$ cat config.mk
export PLATFORM = sky130hd
export DESIGN_NAME = multicycle_seq
export DESIGN_NICKNAME = d
export VERILOG_FILES = /design/src/rtl/multicycle_seq.sv
export SDC_FILE = /design/constraint.sdc
export NUM_CORES = 1
export LEC_CHECK = 0
export CAP_MARGIN = 5
export CORE_AREA = 8 8 72 98
export CTS_BUF_LIST = sky130_fd_sc_hd__clkbuf_8
export CTS_CLUSTER_SIZE = 14
export DETAILED_ROUTE_END_ITERATION = 10
export DIE_AREA = 0 0 80 106
export PLACE_DENSITY = 0.61
export RECOVER_POWER = 50
export SLEW_MARGIN = 20
export SYNTH_ARGS = -nofsm -noshare
export SYNTH_HDL_FRONTEND = slang
export SYNTH_SLANG_ARGS = --single-unit
$ cat constraint.sdc
create_clock -name clk -period 3.7 [get_ports clk]
set_input_delay 0.74 -clock clk [delete_from_list [all_inputs] [get_ports clk]]
set_output_delay 0.74 -clock clk [all_outputs]
set_load 0.02 [all_outputs]
$ cat src/rtl/multicycle_seq.sv
// multicycle_seq: multi-cycle instruction sequencer for the MIPS datapath.
// Each instruction steps through FETCH/DECODE/EXEC/MEM/WB. The block issues
// one-cycle strobes to the IR, ALU, data memory, register file and PC.
//
// Ports
//   clk, rst_n          clock (rising edge) and asynchronous active-low reset
//   start               leaves IDLE/HALT and begins fetching
//   opcode              IR opcode field, sampled in DECODE
//   dec_*               decoded class bits, latched in DECODE
//   imem_ack, dmem_ack  memory handshakes (ignored outside FETCH/MEM)
//   imem_req, ir_load, alu_en, dmem_req, dmem_we, rf_we, pc_write, pc_sel
//                       datapath strobes (combinational from state/latched bits/acks)
//   halted, error       sequencer is in HALT / ERR
//   state               current state encoding
//   retired             retired-instruction count (wraps)
module multicycle_seq #(
   parameter logic [8:0] HALT_OP = 9'h1FF,
   parameter int         TIMEOUT = 16,
   parameter int         CNT_W   = 16
) (
   input  logic             clk,
   input  logic             rst_n,
   input  logic             start,
   input  logic [8:0]       opcode,
   input  logic             dec_mem_read,
   input  logic             dec_mem_write,
   input  logic             dec_reg_write,
   input  logic [1:0]       dec_pc_src,
   input  logic             imem_ack,
   input  logic             dmem_ack,
   output logic             imem_req,
   output logic             ir_load,
   output logic             alu_en,
   output logic             dmem_req,
   output logic             dmem_we,
   output logic             rf_we,
   output logic             pc_write,
   output logic [1:0]       pc_sel,
   output logic             halted,
   output logic             error,
   output logic [2:0]       state,
   output logic [CNT_W-1:0] retired
);

   typedef enum logic [2:0] {
      S_IDLE   = 3'd0,
      S_FETCH  = 3'd1,
      S_DECODE = 3'd2,
      S_EXEC   = 3'd3,
      S_MEM    = 3'd4,
      S_WB     = 3'd5,
      S_HALT   = 3'd6,
      S_ERR    = 3'd7
   } state_e;

   localparam int WAIT_W = $clog2(TIMEOUT + 1);

   state_e             state_q, state_d;
   logic [WAIT_W-1:0]  wait_q, wait_d;
   logic               rd_q, rd_d, wr_q, wr_d, rw_q, rw_d;
   logic [1:0]         pcs_q, pcs_d;
   logic [CNT_W-1:0]   retired_q, retired_d;
   logic               wait_expired;

   // Strobes
   always_comb begin
      imem_req = (state_q == S_FETCH);
      ir_load  = (state_q == S_FETCH) & imem_ack;
      alu_en   = (state_q == S_EXEC);
      dmem_req = (state_q == S_MEM);
      dmem_we  = (state_q == S_MEM) & wr_q;
      rf_we    = (state_q == S_WB);
      // Retire points: EXEC with no mem/writeback, MEM completion without
      // load writeback, and WB.
      pc_write = ((state_q == S_EXEC) & ~(rd_q | wr_q) & ~rw_q) |
                 ((state_q == S_MEM) & dmem_ack & ~(rd_q & rw_q)) |
                 (state_q == S_WB);
      pc_sel   = pc_write ? pcs_q : 2'b00;
      halted   = (state_q == S_HALT);
      error    = (state_q == S_ERR);
   end

   assign state   = state_q;
   assign retired = retired_q;

   // The cycle that would make the TIMEOUT-th consecutive un-acked cycle.
   assign wait_expired = (wait_q == WAIT_W'(TIMEOUT - 1));

   // Next state
   always_comb begin
      state_d   = state_q;
      wait_d    = '0;
      rd_d      = rd_q;
      wr_d      = wr_q;
      rw_d      = rw_q;
      pcs_d     = pcs_q;
      retired_d = pc_write ? retired_q + CNT_W'(1) : retired_q;
      case (state_q)
         S_IDLE: if (start) state_d = S_FETCH;
         S_FETCH: begin
            if (imem_ack)          state_d = S_DECODE;
            else if (wait_expired) state_d = S_ERR;
            else                   wait_d  = wait_q + WAIT_W'(1);
         end
         S_DECODE: begin
            rd_d  = dec_mem_read;
            wr_d  = dec_mem_write;
            rw_d  = dec_reg_write;
            pcs_d = dec_pc_src;
            if (opcode == HALT_OP)                 state_d = S_HALT;
            else if (dec_mem_read & dec_mem_write) state_d = S_ERR;
            else                                   state_d = S_EXEC;
         end
         S_EXEC: begin
            if (rd_q | wr_q) state_d = S_MEM;
            else if (rw_q)   state_d = S_WB;
            else             state_d = S_FETCH;
         end
         S_MEM: begin
            if (dmem_ack)          state_d = (rd_q & rw_q) ? S_WB : S_FETCH;
            else if (wait_expired) state_d = S_ERR;
            else                   wait_d  = wait_q + WAIT_W'(1);
         end
         S_WB:    state_d = S_FETCH;
         S_HALT:  if (start) state_d = S_FETCH;
         default: state_d = S_ERR;   // ERR is left only through reset
      endcase
   end

   always_ff @(posedge clk or negedge rst_n) begin
      if (!rst_n) begin
         state_q   <= S_IDLE;
         wait_q    <= '0;
         rd_q      <= 1'b0;
         wr_q      <= 1'b0;
         rw_q      <= 1'b0;
         pcs_q     <= 2'b00;
         retired_q <= '0;
      end else begin
         state_q   <= state_d;
         wait_q    <= wait_d;
         rd_q      <= rd_d;
         wr_q      <= wr_d;
         rw_q      <= rw_d;
         pcs_q     <= pcs_d;
         retired_q <= retired_d;
      end
   end

endmodule

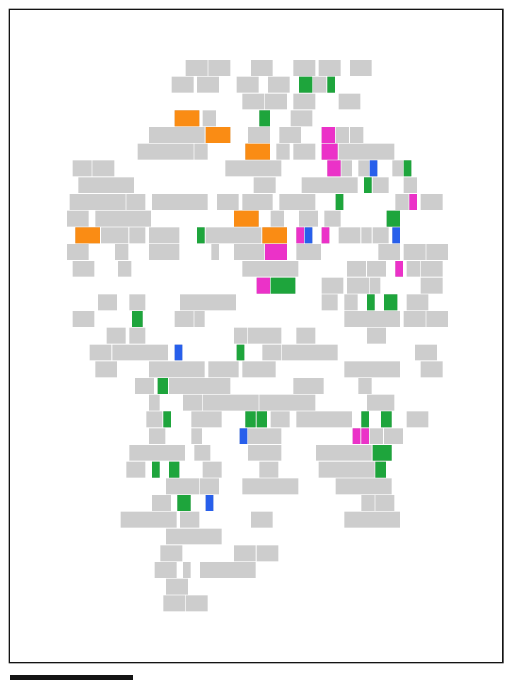
**Above:** run 1 (gate families picked out).
Bar = 20 um.
colour	family	cells	most used
orange	mux cells	6	mux2_1
green	nand cells	24	nand2_1
magenta	nor cells	11	nor2_1
blue	inv cells	6	inv_1

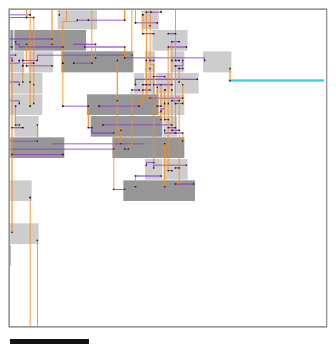
**Above:** run 1 (a small window of the routed layout).
Bar = 10 um. Region (40, 6) to (80, 46) um. Cells in grey, sequential cells in the stronger grey; small squares are vias.
colour	layer
purple	M1
cyan	M3
orange	M2
cells with their middle in the window	28
netlist names of flops here include	`wait_q` (4), `retired` (3)
most frequent	dfrtp_1 (7), xor2_1 (4)
sequential cells in the window	7

==> notes.org, run 1 <==
#+TITLE: Synthesis and PnR summary

** Final layout
- Storage cell area :: 726 um2
- Cells with a size suffix above 1 make up 10.9% of the layout.
- From synthesis to final layout, the design area changed by 39.6%.
- In the layout the commonest cells are 44 x sky130_fd_sc_hd__clkdlybuf4s50_1, 29 x sky130_fd_sc_hd__dfrtp_1, 14 x sky130_fd_sc_hd__xor2_1.

** Outcome
- Failing checks :: capacitance limit, slew limit
- The flow ran to the end, but the final reports show violations.

** Logic synthesis
- Syn. warnings :: 0
- Post-synthesis sequential element count :: 29
- Yosys stat area :: 1620 um2
- Count of mapped cells out of synthesis :: 150
- Netlist Area Pre-Place :: 1620 um2
- The net count after synthesis is 171.

** Setup path
- CP bufs+invs :: 2
- The worst setup path is launched from an input pin.

** Timing
- Dividing the final minimum period by the clock period gives between 80% and 90%.
- The final max-slew violation count recorded for this run is 30.
- For this run, the final setup violation count is recorded as 0.
- In the final timing run, aggregate negative setup slack is 0 ns.
- The worst-case max-slew headroom was logged as -4.88%.

** Placement
- Number of port buffers :: 48

** Clock network
- Root buf cell :: sky130_fd_sc_hd__clkbuf_8
- CTS tree :: done

** Global route
- The number of global-route vias before repair was approximately 1,400.
- Antenna violations before repair :: 0

** Worst hold path
- Worst min path class :: flop to flop

** Route
- DR iter-0 viols :: 15

** Floorplanning
- Number of placement rows :: 33
- Before placement the cells fill 28.4% of the core.

** Pwr
- In this run the VDD rail shows a maximum IR drop of between 300 and 400 uV.

** Job
- Max-cap violations in this run came to 1.
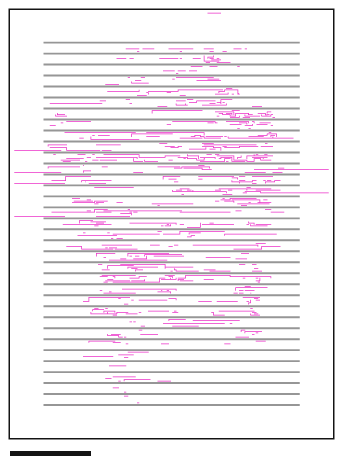
**Above:** run 1 (M1 wires).
Bar = 20 um. Supply wires on this layer in grey.
wire length on this layer	1,610 um
longest straight run	19.3 um
via count of the routed design: 1,283
met1 track demand over resource in global routing: 11.0%
DRT Wirelength: 3.92 mm

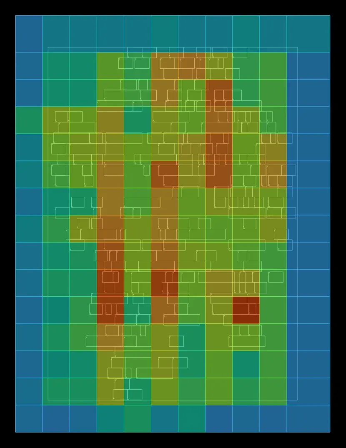
**Above:** run 1 (track usage over the die).
overall global routing resource usage: 9.77%
met3 Usage GRT: 2.96%
grt met2 use: 16.5%
Most Crowded Layer GR: met2
wire per inst: 14.4 um

run 1: worst register-to-register path: stages, from the launching register on:
cell	delay, ns
sky130_fd_sc_hd__dfrtp_1	0.60
sky130_fd_sc_hd__and2b_1	0.28
sky130_fd_sc_hd__o21ai_4	0.08
sky130_fd_sc_hd__clkbuf_1	0.62
sky130_fd_sc_hd__a21boi_0	0.24
sky130_fd_sc_hd__xor2_1	0.19
run 1: where the power goes:
group          total (mW)  switching (mW)  internal [mW]
Clock               0.288           0.120          0.168
Sequential          0.501           0.109          0.392
Combinational       0.527           0.268          0.259
Total                1.32           0.498          0.819
run 1: area by class of cell:
class	count	area share (%)
clock buffers	7	4.27
clock inverters	1	0.222
inverters	6	0.997
multi-input cells	109	36.9
flip-flops and latches	29	32.1
well taps	70	3.88
repair buffers	50	21.6
run 1: sequential cells by signal (all words and copies together) (netlist names):
name	flops
retired	16
wait_q	5
state	3
pcs_q	2
rd_q	1
rw_q	1
wr_q	1
run 1: synthesized netlist by cell type (5+ instances only):
cell type / number
sky130_fd_sc_hd__xor2_1: 14
sky130_fd_sc_hd__a2111oi_2: 5
sky130_fd_sc_hd__and3_1: 5
sky130_fd_sc_hd__inv_1: 6
sky130_fd_sc_hd__nor2_1: 6
sky130_fd_sc_hd__nand3_1: 8
sky130_fd_sc_hd__nand2_1: 10
sky130_fd_sc_hd__and2_1: 7
sky130_fd_sc_hd__mux2_1: 5
sky130_fd_sc_hd__a21oi_1: 6
sky130_fd_sc_hd__dfrtp_1: 29
run 1: per-stage QoR:
| step | area, um2 | std cells | power, mW | hold slack (ns) | utilization (%) |
|---|---|---|---|---|---|
| floorplan | 1620 | 150 | 0.820 | 0.430 | - |
| global placement | 2160 | 264 | 1.04 | 0.450 | 38.0 |
| detailed placement | 2160 | 264 | 1.05 | 0.455 | 38.0 |
| CTS | 2270 | 272 | 1.34 | 0.464 | 39.8 |
| global route | 2260 | 272 | 1.41 | 0.494 | 39.6 |
| finish | 2260 | 272 | 1.32 | 0.462 | 39.6 |
run 1: path summary, 6_finish.rpt:
check	end	slack (ns)	startpoint	cells after the start
setup reg to reg	retired[3]	1.57	state[1]	5
hold / removal	wait_q[0]	0.46	wait_q[0]	1
setup / recovery	pc_sel[0]	0.38	dmem_ack	6
hold reg to reg	wait_q[0]	0.46	wait_q[0]	1
max in group asynchronous	wait_q[1]	1.39	rst_n	2
min in group asynchronous	retired[10]	1.39	rst_n	2
run 1: per-layer routing:
layer / GRT usage (%) / share of wire, % / vias up / wire length (um)
met2: 16.5 / 52 / 25 / 2030
li1: - / - / 642 / -
met3: 2.96 / 5.8 / 5 / 227
met4: 3.92 / 1.6 / 0 / 61
met5: 0 / 0 / - / 0
met1: 11.0 / 41 / 611 / 1610
run 1: kinds of logic (layout without fill, tap and decap cells):
group | after synthesis | in the layout | synth area share, %
simple gates | 55 | 55 | 19.8
compound gates | 29 | 29 | 16.8
flops | 29 | 29 | 44.9
xor+xnor | 17 | 17 | 9.20
buf+inv | 12 | 64 | 3.64
mux | 6 | 6 | 4.18
fa+ha+maj | 2 | 2 | 1.55
**Run 1: met3 routing**

Bar = 20 um. Cells faint in the background.
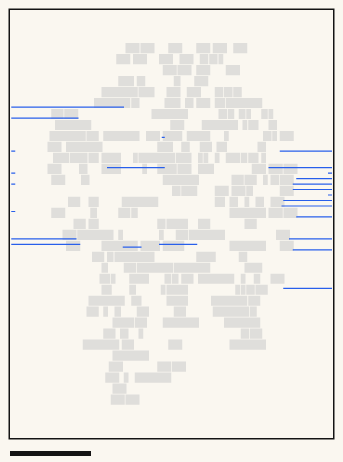

==> run 1 -> run 2 <==
--- a/config.mk
+++ b/config.mk
@@ -6,11 +6,11 @@
 export NUM_CORES = 1
 export LEC_CHECK = 0
 export CAP_MARGIN = 5
-export CORE_AREA = 8 8 72 98
+export CORE_AREA = 8 8 92 77
 export CTS_BUF_LIST = sky130_fd_sc_hd__clkbuf_8
 export CTS_CLUSTER_SIZE = 14
 export DETAILED_ROUTE_END_ITERATION = 10
-export DIE_AREA = 0 0 80 106
+export DIE_AREA = 0 0 100 85
 export PLACE_DENSITY = 0.61
 export RECOVER_POWER = 50
 export SLEW_MARGIN = 20
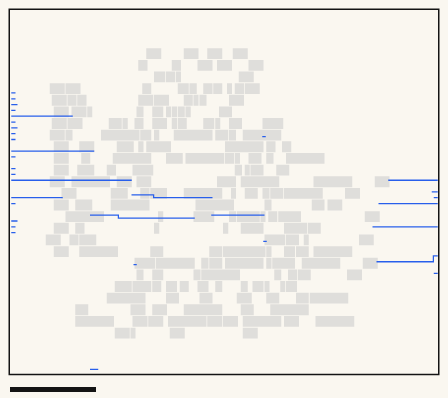
**Above:** run 2 (met3 routing).
Bar = 20 um. Cells faint in the background.
longest straight run	27.8 um
share of all routed wire	5.4%
nets with wire on the layer	28
main direction	horizontal
wire length on this layer	200 um
via count of the routed design: 1,279
DRT Wirelength: 3.70 mm

==> notes.org, run 2 <==
#+TITLE: Synthesis and PnR summary

** Route
- Detailed-route iteration 0 reported a violation count of 53.
- Wire per inst :: 13.1 um

** Placement
- Number of port buffers :: 48
- Summing all placed instances gives a cell area of 2180 um2.

** Clock network
- Clock latency on the worst-skew pair, taken at its later pin, is 0.28 ns.
- TritonCTS built the clock tree.
- The clock net in this run drives a total of 29 sinks.

** Final layout
- Number of flip-flops under the largest register name :: 16
- Per the final layout report, the fraction of cells sized above drive strength 1 comes to approximately a tenth.
- Between the synthesized netlist and the finished layout, the area growth was recorded as 39.3%.
- Final standard cell area without fillers :: 2250 um2

** Timing
- Per the finish-stage timing summary, setup violations number 0.
- Final-layout setup total negative slack :: 0 ns
- Pins over their slew limit in the final report were tallied at 30.
- In the finished design, the share of the clock period the worst path needs comes to around nine tenths.
- The final timing report derives a shortest allowable period of 3.33 ns.

** Logic synthesis
- Netlist Area Pre-Place :: 1620 um2
- Yosys stat area :: 1620 um2
- In this run, synthesis produced a sequential element count of 29.
- Number of cell instances after yosys synthesis :: 150
- sky130_fd_sc_hd__dfrtp_1 is the most common cell in the netlist.
- Syn. warnings :: 0
- Post-synthesis net count :: 171
- Ranked by instance count, the synthesized netlist is headed by 29 x sky130_fd_sc_hd__dfrtp_1, 14 x sky130_fd_sc_hd__xor2_1, 10 x sky130_fd_sc_hd__nand2_1.
- Count of mapped cells out of synthesis :: 150

** Global route
- Global routing used ~12% of the available met1 tracks.
- After global routing, the most crowded layer is met2.
- The initial antenna violation count came to 0.
- Met3 Usage GRT :: 3.03%
- The number of global-route vias before repair was 1,323.

** Setup path
- Critical path endpoint :: pc_sel[0]
- Category of the critical setup timing path :: input pin to primary output
- According to the timing report, the critical path is launched from dmem_ack.
- Together, buffers and inverters on the worst path number 2.
- For the worst reg-to-reg path, the endpoint reported by OpenROAD is retired[4].
- Setup slack on the worst reg-to-reg path comes out at 1.60 ns.
- The launch point of the worst register-to-register path is recorded as state[1].
- Crit path launch type :: input pin
- The number of cells on the worst reg-to-reg path is 5.
- CP Depth :: 6

** Pwr
- Worst-case vdd ir drop :: 210 uV

** Floorplanning
- Number of placement rows :: 25
- At the floorplan stage, the core utilization is reported as 28.4%.

** Outcome
- The checks that failed: capacitance limit, slew limit.
- Result of the run :: finished with violations

** Job
- Maxcap violations :: 1

** Worst hold path
- Worst min path class :: flop to flop
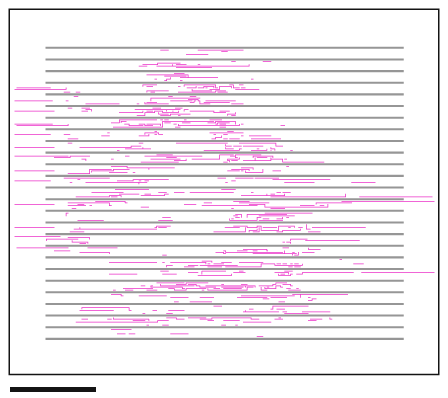
**Above:** run 2 (M1 wires).
Bar = 20 um. Supply wires on this layer in grey.
main direction	horizontal
nets with wire on the layer	198
wire length on this layer	1,850 um
longest straight run	21.6 um

## run 2: power by group
| group | leakage, nW | internal, mW | switching [mW] |
|---|---|---|---|
| registers | 0.339 | 0.392 | 0.111 |
| clock network | 0.0491 | 0.127 | 0.117 |
| logic | 0.493 | 0.260 | 0.268 |
## run 2: worst min-delay path by stage
stage                            from     endpoint  cells past startpoint
final                       wait_q[0]    wait_q[0]                      1
after global routing      retired[15]  retired[15]                      1
after CTS                   wait_q[0]    wait_q[0]                      1
after detailed placement    wait_q[0]    wait_q[0]                      1
after global placement      wait_q[0]    wait_q[0]                      1
after floorplan             wait_q[0]    wait_q[0]                      1
## run 2: logic make-up (layout without fill, tap and decap cells)
group,Yosys count,in the layout,share of synthesized area [%]
flip-flops,29,29,44.9
XOR/XNOR,17,17,9.20
AND-OR/OR-AND,29,29,16.8
AND/OR/NAND/NOR,55,55,19.8
multiplexers,6,6,4.18
adder cells (fa/ha/maj),2,2,1.55
buffers and inverters,12,64,3.64
## run 2: final cells by class
type                       count  area (um2)
clock buffer                   5        68.8
inverter                       6        22.5
fill                         582        3440
sequential                    29         726
multi-input combinational    109         833
clock inverter                 3        13.8
timing repair buffer          50         488
tap                           81         101
## run 2: metal layers
layer	vias up	wire, um
met4	0	76
met5	-	0
li1	637	-
met2	34	1580
met3	7	200
met1	601	1850
## run 2: stage by stage
stage | util [%] | hold slack, ns | cells | power (mW) | setup slack [ns]
after detailed placement | 38.3 | 0.454 | 275 | 1.05 | 0.425
after global routing | 39.6 | 0.488 | 283 | 1.37 | 0.259
after CTS | 39.7 | 0.464 | 283 | 1.30 | 0.403
final | 39.6 | 0.457 | 283 | 1.27 | 0.369
after global placement | 38.3 | 0.449 | 275 | 1.04 | 0.443
after floorplan | - | 0.430 | 150 | 0.820 | 1.14
**Run 2: track usage over the die**

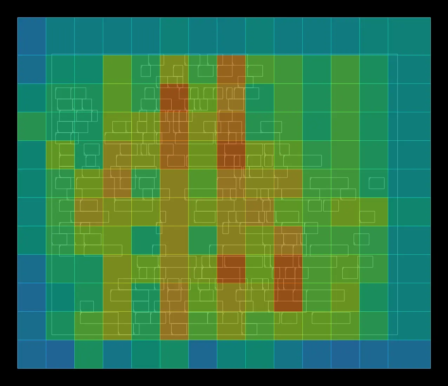

==> run 2 -> run 3 <==
--- a/config.mk
+++ b/config.mk
@@ -6,11 +6,11 @@
 export NUM_CORES = 1
 export LEC_CHECK = 0
 export CAP_MARGIN = 5
-export CORE_AREA = 8 8 92 77
+export CORE_AREA = 2 2 86 71
 export CTS_BUF_LIST = sky130_fd_sc_hd__clkbuf_8
 export CTS_CLUSTER_SIZE = 14
 export DETAILED_ROUTE_END_ITERATION = 10
-export DIE_AREA = 0 0 100 85
+export DIE_AREA = 0 0 88 73
 export PLACE_DENSITY = 0.61
 export RECOVER_POWER = 50
 export SLEW_MARGIN = 20
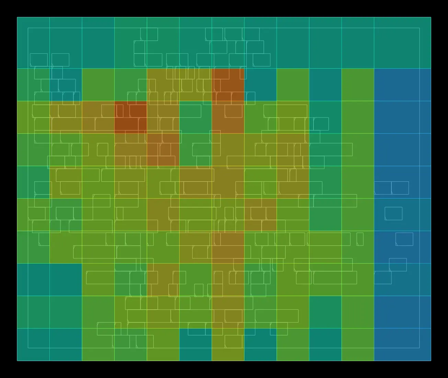
**Above:** run 3 (track usage over the die).
met3 Usage GRT: 4.07%
grt met2 use: 15.6%
post-layout utilization of the core: 39.8%
Most Crowded Layer GR: met1
overall global routing resource usage: 11.3%

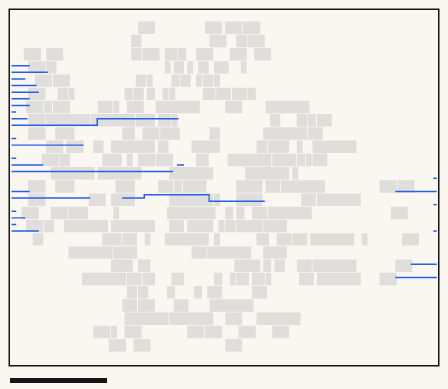
**Above:** run 3 (met3 routing).
Bar = 20 um. Cells faint in the background.
wire length on this layer	208 um
nets with wire on the layer	28
DRT Wirelength: 3.31 mm
via count of the routed design: 1,227

==> notes.org, run 3 <==
#+TITLE: Synthesis and PnR summary

** Outcome
- Failing checks :: capacitance limit, slew limit
- The flow ran to the end, but the final reports show violations.

** Logic synthesis
- Netlist Area Pre-Place :: about 1600 um2
- The synthesis run shows the most used standard cells to be 29 x sky130_fd_sc_hd__dfrtp_1, 14 x sky130_fd_sc_hd__xor2_1, 10 x sky130_fd_sc_hd__nand2_1.
- Post-synthesis sequential element count :: 29
- Yosys stat area :: ~1600 um2
- Yosys printed 0 warnings.
- The number of nets in the synthesized netlist is between 150 and 200.

** Final layout
- Number of flip-flops under the largest register name :: 16
- Ranking logic cells in the layout by count gives the top entries 42 x sky130_fd_sc_hd__clkdlybuf4s50_1, 29 x sky130_fd_sc_hd__dfrtp_1, 14 x sky130_fd_sc_hd__xor2_1.
- The post-route netlist has 10.0% of its cells at a drive strength greater than 1.
- Per the layout report, the design carries 564 filler cells.
- In this run the layout overhead on the synthesized area is reported as 39.3%.

** Global route
- Antenna violations before repair :: 0
- Met1 track demand over resource in global routing :: between 15 and 20%
- Vias in the first global route :: approximately 1,200

** Setup path
- According to the timing report, the critical path is captured at pc_sel[0].
- Category of the critical setup timing path :: input pin to primary output
- CP bufs+invs :: 2
- The worst register-to-register path depth is 3.
- For the worst reg-to-reg path, the endpoint reported by OpenROAD is wr_q.
- The launch point of the worst register-to-register path is recorded as state[1].
- Per the OpenROAD timing report, the critical path contains 6 cells.
- The worst setup path is launched from an input pin.
- The worst-case reg-to-reg setup slack stands at 1.73 ns.

** Clock network
- The tree is rooted in a sky130_fd_sc_hd__clkbuf_8.
- Clock latency of the later-clocked register in the worst-skew pair :: ~0.27 ns
- TritonCTS built the clock tree.
- CTS Sinks :: 29

** Placement
- Placed Area :: 2170 um2
- Placed insts :: 274

** Floorplanning
- Before placement the cells fill 28.6% of the core.
- The vertical die dimension reported for this design is 73 um.

** Timing
- Post-layout min period :: 3.53 ns
- Adding up every negative setup slack in the final design gives 0 ns.
- Setup violations remaining at the end of the flow were counted as 0.
- OpenROAD reports that the post-layout worst path occupies a little over nine tenths of the period.
- Per the final report, max-transition violations number 30.
- The slew check shows that the tightest pin keeps a relative margin of -3.73%.

** Worst hold path
- Worst min path class :: flop to flop

** Job
- The run reported a max-capacitance violation count of 1.

** Route
- Per the detail_route report, routed wire per instance is 11.8 um.
- In this run, the number of DRC markers left after iteration 0 of detailed routing was 76.

** Pwr
- The design draws 1.28 mW.
## run 3: cell counts after synthesis
No cell type changed its count.
## run 3: worst register-to-register path, cell delays in order, from the launching register on
cell and delay, ns:
sky130_fd_sc_hd__dfrtp_1 0.59, sky130_fd_sc_hd__nor2b_1 0.34, sky130_fd_sc_hd__nor2b_1 0.53, sky130_fd_sc_hd__mux2_2 0.39
## run 3: cell type report
class,count,area (um2),share of cell area [%]
multi-input combinational,109,833,37.0
sequential,29,726,32.2
timing repair buffer,49,484,21.5
tap,81,101,4.50
clock buffer,6,82.6,3.66
inverter,6,22.5,0.999
clock inverter,1,3.75,0.167
## run 3: metrics by stage
| step | setup slack (ns) | utilization [%] |
|---|---|---|
| after floorplan | 1.14 | - |
| after global placement | 0.181 | 38.3 |
| after detailed placement | 0.158 | 38.3 |
| after CTS | 0.139 | 39.9 |
| after global routing | 0.0156 | 39.8 |
| final | 0.167 | 39.8 |
## run 3: logic make-up (layout without fill, tap and decap cells)
family                     count (synthesis)  count (layout)  synth area share (%)
AOI/OAI and AO/OA                         29              29                  16.8
DFF                                       29              29                  44.9
adders and majority gates                  2               2                  1.55
and+or+nand+nor                           55              55                  19.8
xor gates and xnor gates                  17              17                  9.20
muxes                                      6               6                  4.18
buffers and inverters                     12              62                  3.64
## run 3: worst min path at each step
| stage | start | end | slack [ns] | cells after the start |
|---|---|---|---|---|
| 2_1_floorplan | wait_q[0] | wait_q[0] | 0.43 | 1 |
| 3_3_place_gp | wait_q[0] | wait_q[0] | 0.45 | 1 |
| 3_5_place_dp | wait_q[0] | wait_q[0] | 0.45 | 1 |
| 4_1_cts | wait_q[0] | wait_q[0] | 0.46 | 1 |
| 5_1_grt | wait_q[0] | wait_q[0] | 0.48 | 1 |
| 6_report | wait_q[0] | wait_q[0] | 0.46 | 1 |
## run 3: where the power goes
| group | switching (mW) | internal [mW] | total (mW) |
|---|---|---|---|
| combinational | 0.264 | 0.255 | 0.519 |
| clock | 0.110 | 0.144 | 0.255 |
| sequential | 0.110 | 0.392 | 0.502 |
## run 3: metal layers
layer  wire length [um]  share of wire (%)  vias up
met5                  0                  0        -
met4                  9               0.27        0
met3                207                6.3        2
met2               1410                 42       30
met1               1690                 51      561
li1                   -                  -      634
No activity file was given, so power comes from the tool's default toggle rates.
